run_1/clock_map.png
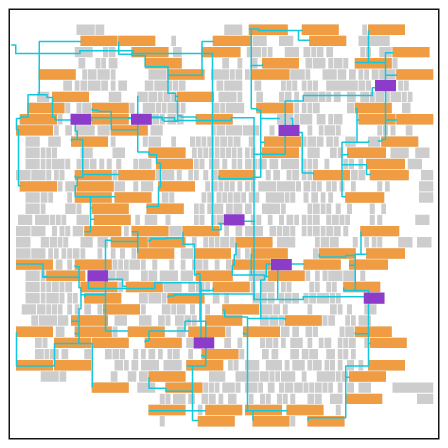
run_1/final_clocks.png
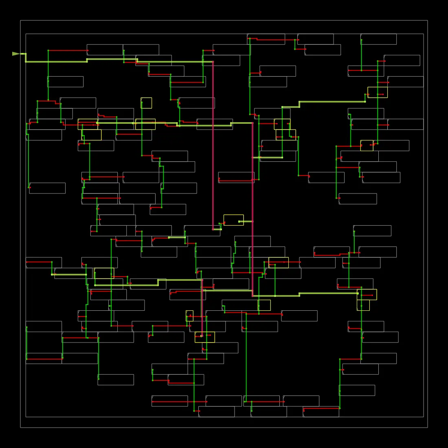
run_1/cell_classes.png
Bar = 20 µm.
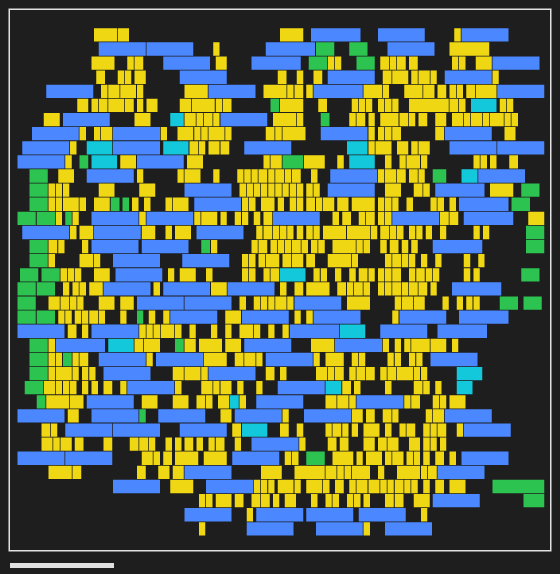
$ cat config.mk
export PLATFORM = sky130hd
export DESIGN_NAME = seg7_scan_driver_flat
export DESIGN_NICKNAME = d
export VERILOG_FILES = /design/src/rtl/seg7_scan_driver_if.sv /design/src/rtl/seg7_scan_driver.sv /design/src/flat_wrapper.sv
export SDC_FILE = /design/constraint.sdc
export NUM_CORES = 1
export LEC_CHECK = 0
export ABC_AREA = 1
export CORE_UTILIZATION = 57
export CTS_CLUSTER_DIAMETER = 40
export DETAILED_ROUTE_END_ITERATION = 8
export GPL_TIMING_DRIVEN = 0
export PLACE_DENSITY = 0.82
export SLEW_MARGIN = 25
export SYNTH_ARGS = -nofsm -noshare
export SYNTH_HDL_FRONTEND = slang
export SYNTH_SLANG_ARGS = --single-unit
$ cat constraint.sdc
create_clock -name clk -period 4.07 [get_ports clk]
set_input_delay 1.221 -clock clk [delete_from_list [all_inputs] [get_ports clk]]
set_output_delay 1.221 -clock clk [all_outputs]
set_load 0.02 [all_outputs]
$ cat src/rtl/seg7_scan_driver_if.sv
// seg7_scan_driver_if: load/status bus between the game datapath and the display driver
//   number/load/mode : value, capture strobe and display mode from the datapath
//   busy/done        : conversion in progress, one-cycle display-update pulse
interface seg7_scan_driver_if #(parameter int BIN_W = 14);
  logic [BIN_W-1:0] number;
  logic             load;
  logic [1:0]       mode;
  logic             busy;
  logic             done;
  modport master (output number, load, mode, input busy, done);
  modport slave  (input number, load, mode, output busy, done);
endinterface

$ cat src/rtl/seg7_scan_driver.sv
// seg7_scan_driver: multiplexed 7-segment driver with sequential binary-to-BCD conversion
//   clk, rst : clock, asynchronous active-low reset
//   bus      : slave side of seg7_scan_driver_if (number, load, mode, busy, done)
//   seg      : {g,f,e,d,c,b,a}, active-low
//   an       : digit enables, active-low one-hot, digit 0 least significant
module seg7_scan_driver #(
  parameter int NUM_DIGITS = 4,
  parameter int BIN_W      = 14,
  parameter int SCAN_DIV   = 25000,
  parameter int BLINK_DIV  = 2500000,
  parameter int LZB        = 1
) (
  input  logic                  clk,
  input  logic                  rst,
  seg7_scan_driver_if.slave     bus,
  output logic [6:0]            seg,
  output logic [NUM_DIGITS-1:0] an
);
  localparam int DW = 4 * NUM_DIGITS;
  localparam int CW = $clog2(BIN_W);
  localparam int SW = $clog2(SCAN_DIV);
  localparam int BW = $clog2(BLINK_DIV);
  localparam int IW = NUM_DIGITS > 1 ? $clog2(NUM_DIGITS) : 1;
  function automatic logic [63:0] pow10(input int n);
    pow10 = 64'd1;
    for (int i = 0; i < n; i++) pow10 = pow10 * 64'd10;
  endfunction
  localparam logic [63:0] LIM = pow10(NUM_DIGITS);
  function automatic logic [6:0] dec7(input logic [3:0] d);
    case (d)
      4'h0: dec7 = 7'h40;
      4'h1: dec7 = 7'h79;
      4'h2: dec7 = 7'h24;
      4'h3: dec7 = 7'h30;
      4'h4: dec7 = 7'h19;
      4'h5: dec7 = 7'h12;
      4'h6: dec7 = 7'h02;
      4'h7: dec7 = 7'h78;
      4'h8: dec7 = 7'h00;
      4'h9: dec7 = 7'h10;
      4'hA: dec7 = 7'h08;
      4'hB: dec7 = 7'h03;
      4'hC: dec7 = 7'h46;
      4'hD: dec7 = 7'h21;
      4'hE: dec7 = 7'h06;
      default: dec7 = 7'h0E;
    endcase
  endfunction
  logic [BIN_W-1:0]      sh;
  logic [DW-1:0]         bcd, adj, disp, bcd_n, sel;
  logic [BIN_W-1:0]      sh_n;
  logic [DW+BIN_W-1:0]   dd;
  logic [CW-1:0]         cnt;
  logic                  busy, done, pend, ovf_q, dovf, phase, phase_n;
  logic [1:0]            mode_q, dmode;
  logic [SW-1:0]         pre;
  logic [BW-1:0]         bcnt;
  logic [IW-1:0]         idx, idx_n;
  logic [NUM_DIGITS-1:0] lzv, an_n;
  logic [6:0]            seg_n;
  logic [63:0]           wide;
  logic                  cap, dec_in, ovf_in, swrap, bwrap, dec_d;
  logic [3:0]            nib;
  assign bus.busy = busy;
  assign bus.done = done;
  // double-dabble step: add 3 to every nibble >= 5, then shift the BCD:binary pair left
  always_comb begin
    adj = '0;
    for (int i = 0; i < NUM_DIGITS; i++)
      adj[4*i +: 4] = bcd[4*i +: 4] >= 4'd5 ? bcd[4*i +: 4] + 4'd3 : bcd[4*i +: 4];
  end
  assign dd    = {adj, sh} << 1;
  assign bcd_n = dd[DW+BIN_W-1:BIN_W];
  assign sh_n  = dd[BIN_W-1:0];
  assign cap    = bus.load && !busy;
  assign dec_in = bus.mode == 2'd0 || bus.mode == 2'd3;
  assign wide   = 64'(bus.number);
  // overflow is judged on the raw value so the conversion can keep its fixed length
  assign ovf_in = dec_in ? wide >= LIM : (wide >> DW) != 64'd0;
  assign swrap   = pre == SW'(SCAN_DIV - 1);
  assign bwrap   = bcnt == BW'(BLINK_DIV - 1);
  assign idx_n   = idx == IW'(NUM_DIGITS - 1) ? '0 : idx + 1'b1;
  assign phase_n = bwrap ? ~phase : phase;
  assign sel     = disp >> {idx_n, 2'b00};
  assign nib     = sel[3:0];
  assign dec_d   = dmode == 2'd0 || dmode == 2'd3;
  assign an_n    = ~(NUM_DIGITS'(1) << idx_n);
  // lzv[i]: digit i and everything above it are zero
  always_comb begin
    lzv = '0;
    for (int i = 0; i < NUM_DIGITS; i++) lzv[i] = (disp >> (4 * i)) == '0;
  end
  // outputs are registered on the scan wrap, so use next-cycle index and blink phase
  assign seg_n = dmode == 2'd2 || (dmode == 2'd3 && phase_n) ? 7'h7F :
                 dovf ? 7'h3F :
                 LZB != 0 && dec_d && idx_n != '0 && lzv[idx_n] ? 7'h7F : dec7(nib);
  always_ff @(posedge clk or negedge rst) begin
    if (!rst) begin
      sh     <= '0;
      bcd    <= '0;
      cnt    <= '0;
      busy   <= 1'b0;
      done   <= 1'b0;
      pend   <= 1'b0;
      mode_q <= 2'd2;
      ovf_q  <= 1'b0;
      disp   <= '0;
      dmode  <= 2'd2;
      dovf   <= 1'b0;
      pre    <= '0;
      bcnt   <= '0;
      phase  <= 1'b0;
      idx    <= '0;
      seg    <= 7'h7F;
      an     <= '1;
    end else begin
      done  <= 1'b0;
      pend  <= 1'b0;
      pre   <= swrap ? '0 : pre + 1'b1;
      bcnt  <= bwrap ? '0 : bcnt + 1'b1;
      phase <= phase_n;
      if (swrap) begin
        idx <= idx_n;
        an  <= an_n;
        seg <= seg_n;
      end
      if (busy) begin
        sh  <= sh_n;
        bcd <= bcd_n;
        cnt <= cnt + 1'b1;
        if (cnt == CW'(BIN_W - 1)) begin
          busy  <= 1'b0;
          disp  <= bcd_n;
          dmode <= mode_q;
          dovf  <= ovf_q;
          done  <= 1'b1;
        end
      end
      if (pend) begin
        disp  <= DW'(sh);
        dmode <= mode_q;
        dovf  <= ovf_q;
        done  <= 1'b1;
      end
      if (cap) begin
        sh     <= bus.number;
        bcd    <= '0;
        cnt    <= '0;
        mode_q <= bus.mode;
        ovf_q  <= ovf_in;
        busy   <= dec_in;
        pend   <= !dec_in;
      end
    end
  end
endmodule

$ cat src/flat_wrapper.sv
// flat-port wrapper written by rule: the top's interface ports become plain ports
module seg7_scan_driver_flat 
#(
  parameter int NUM_DIGITS = 4,
  parameter int BIN_W      = 14,
  parameter int SCAN_DIV   = 25000,
  parameter int BLINK_DIV  = 2500000,
  parameter int LZB        = 1
)
  (clk, rst, seg, an, bus_number, bus_load, bus_mode, bus_busy, bus_done);
  seg7_scan_driver_if #(.BIN_W(BIN_W)) bus_i ();
  input  logic clk;
  input  logic rst;
  output logic [6:0] seg;
  output logic [NUM_DIGITS-1:0] an;
  input wire logic [$bits(bus_i.number)-1:0] bus_number;
  input wire logic [$bits(bus_i.load)-1:0] bus_load;
  input wire logic [$bits(bus_i.mode)-1:0] bus_mode;
  output wire logic [$bits(bus_i.busy)-1:0] bus_busy;
  output wire logic [$bits(bus_i.done)-1:0] bus_done;
  assign bus_i.number = bus_number;
  assign bus_i.load = bus_load;
  assign bus_i.mode = bus_mode;
  assign bus_busy = bus_i.busy;
  assign bus_done = bus_i.done;
  seg7_scan_driver #(.NUM_DIGITS(NUM_DIGITS), .BIN_W(BIN_W), .SCAN_DIV(SCAN_DIV), .BLINK_DIV(BLINK_DIV), .LZB(LZB)) u_core (.clk(clk), .rst(rst), .bus(bus_i), .seg(seg), .an(an));
endmodule
==> changes_impl.md, run 1 <==
### Physical design

* Pint at 2040 µW
* Count of tool warnings at 41
* Hold Worst Slack at 0.465 ns
* Logic inverters at 108
* Multiplexer share at 0%
* Comb group at 1250 µW
* Wire length on met3 at 567 µm
* Root Buffer: clkbuf_8
* Synth top cell by count: nand2_1
* Iter 0 DRT Violations at 244
* Sequential power at 1510 µW
* Post CTS Setup Buffer Count at 0
* AO/OA Area Share at 11.6%
* Setup tns final at 0 ns
* Max-slew headroom at the worst pin at 64.6%
* And+or+nand+nor area frac at 25.5%
* Post-CTS sizing at 0
* Met1 Track Usage GR at 31.5%
* PwrDens at 513 nW/µm²
* Final Instance Area at 6630 µm²
* Signal buffers at 46
* Slew Limit Fails at 0
* Largest Register: u_core.bcnt
* Worst slack, placed at 1.13 ns
* Ant. Diodes at 0
* Mapped Area at 5940 µm²
* CP top delay family: buffers and inverters
* Vias at 4892
* Top non-seq family: simple AND/OR/NAND/NOR gates
* Cell Rows at 36
* Placeable core region at 9950 µm²
* Top flop regs: u_core.bcnt x22, u_core.bcd x16, u_core.disp x16
* Drt total wl at 12200 µm
* Comb power frac at 36.8%
* CTS tree: yes
* Placed Cells incl. Taps at 883
* Total power at 3400 µW
* Reg2reg path depth at 14
* Clock Sinks at 110
* Yosys stat cell total at 718
* Crit. Startpoint: u_core.an[2]$_DFFE_PN1N_
* Comb gates at 486
* Logic share of the area at 40.6%
* Most frequent logic cell in the layout: nand2_1
* Layout Cells excl Fill at 899
* First-pass GRT wire length at 21400 µm
* Synth flops at 110
* CP Data Required Time at 2.85 ns
* Antenna violations before repair at 0
* GRT Resource Usage Total at 24.5%
* GRT met2 Usage at 41.2%
* Met1 Wirelength at 5400 µm
* Non-clk buf share at 6.23%
* Post-Synth Adder-Cell Area at 5.27%
* Filler cells at 832
* Layout area overhead at 11.7%
* Worst Hold Launch: u_core.pre[0]$_DFF_PN0_
* Reg clk slew, reported paths at 0.11 ns
* Worst-path cell chain: clkdlybuf4s50_1
* Share of layout cells above drive strength 1 at 10.7%
* Die area at 10800 µm²
* Critical Path Sink Type: primary output
* Syn Nets at 762
* Tap cells at 133
* Synth area leader: dfrtp_1
* Vias in the first global route at 4670
* Largest register FFs at 22
* Core Density at Floorplan at 59.7%
* Clk cell area share at 2.83%
* Worst Path Max Fanout at 2
* Worst path max stage delay at 0.59 ns
* P_leak at 0.00320 µW
* Vias per cell at 5.44
* Top class by area: sequential cells
* Die height at 104 µm
* Synth warn at 0
* Crit path arrival time at 1.53 ns
* Ys async rst share at 100%
* Max-cap violations at 0
* Clock Tree Buf Depth at 2
* Outcome: completed
* Hold Fails Final Rpt at 0
* Post-DP HPWL at 9240 µm
* Synth cell count leaders: nand2_1 (165), inv_1 (101), dfrtp_1 (97)
* Reg2Reg Setup Slack at 1.67 ns
* Uppermost layer routed: met4
About clock_map.png:
[orange] flip-flops | count: 110
[cyan] clock wires | length: 1240 µm
[purple] cells driving clock nets | count: 9
flops lie: widely spread
P_clk: 637 µW
clock skew: 0.0112 ns
clock share of power: 18.7%
clk latency late pin: 0.39 ns

About final_clocks.png:
CTS Buf Count: 9
Flops: 110
clk_buf instances: 10

About cell_classes.png:
[yellow] all other logic | cells: 594
[cyan] clock drivers and dummy loads | cells: 16
[green] other buffers and delay cells | cells: 46
[blue] flip-flops | cells: 110

--- run 2 (diff from run 1) ---
==> constraint.sdc (replaced) <==
create_clock -name clk -period 2.8 [get_ports clk]
set_input_delay 0.84 -clock clk [delete_from_list [all_inputs] [get_ports clk]]
set_output_delay 0.84 -clock clk [all_outputs]
set_load 0.02 [all_outputs]
run_2/cell_classes.png
Bar = 20 µm.
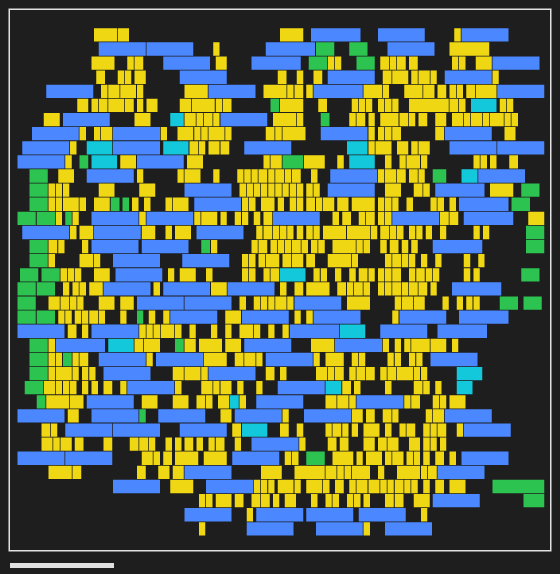
[yellow] all other logic | cells: 594
[green] other buffers and delay cells | cells: 46
[cyan] clock drivers and dummy loads | cells: 16
[blue] flip-flops | cells: 110

run_2/drive_strength.png
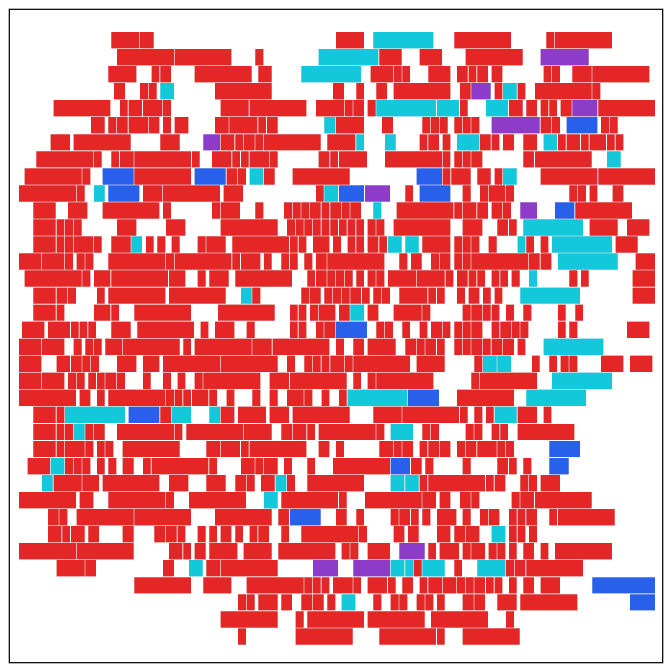
[blue] drive 6 and up | cells: 17 | share: 2.2%
[cyan] drive 2 | cells: 55 | share: 7.2%
[red] drive 1 or less | cells: 684 | share: 89%
[purple] drive 3 to 4 | cells: 10 | share: 1.3%

==> run 2 against run 1 <==
  * Sequential cell count did not move
  * Setup slack lost 0.92 ns
  * Synthesized area is the same
  * Cell count did not move
  * First-iteration DRC count unchanged
  * Die area unchanged
  * Core utilization did not move
  * Routed wire length unchanged
  * Synthesized cell count is the same
  * Critical path type is now reg2reg
  * Largest cell class unchanged
==> changes_impl.md, run 2 <==
### Physical design

* Tap cells at 133
* Vias in the first global route at 4670
* GRT met2 Usage at 41.2%
* And+or+nand+nor area frac at 25.5%
* Largest register FFs at 22
* Layout area overhead at 11.7%
* Max-cap violations at 0
* Post-CTS sizing at 0
* Clk cell area share at 2.83%
* First-pass GRT wire length at 21400 µm
* CTS tree: yes
* Worst slack, placed at 0.237 ns
* Placed Cells incl. Taps at 883
* Core Density at Floorplan at 59.7%
* Clock skew at 0.0112 ns
* Post CTS Setup Buffer Count at 0
* Reg2reg path depth at 14
* Ys async rst share at 100%
* Slew Limit Fails at 0
* P_clk at 927 µW
* Layout Cells excl Fill at 899
* Setup tns final at 0 ns
* Clk_buf instances at 10
* Root Buffer: clkbuf_8
* Post-Synth Adder-Cell Area at 5.27%
* Outcome: completed
* Clk latency late pin at 0.39 ns
* Yosys stat cell total at 718
* CP Data Required Time at 3.12 ns
* Flops at 110
* Top flop regs: u_core.bcnt x22, u_core.bcd x16, u_core.disp x16
* Clock Sinks at 110
* Logic share of the area at 40.6%
* Die height at 104 µm
* Wire length on met3 at 567 µm
* Multiplexer share at 0%
* Critical Path Sink Type: flip-flop
* Count of tool warnings at 41
* CTS Buf Count at 9
* Reg2Reg Setup Slack at 0.40 ns
* Max-slew headroom at the worst pin at 64.6%
* Logic inverters at 108
* Clock share of power at 18.7%
* Top non-seq family: simple AND/OR/NAND/NOR gates
* Hold Fails Final Rpt at 0
run_2/met1.png
Supply wires on this layer in grey. Cells faint in the background.
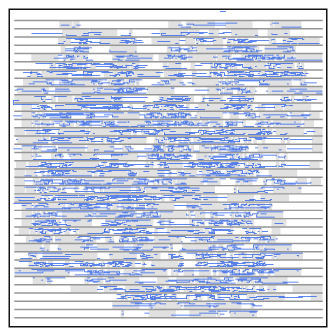
wire length on this layer: 5400 µm
longest straight run: 25.8 µm
nets with wire on the layer: 737
main direction: horizontal
share of all routed wire: 44%
drt total wl: 12200 µm
Vias: 4892
met1 Track Usage GR: 31.5%

Power figures rest on the tool's default switching activity, not on a simulated workload.
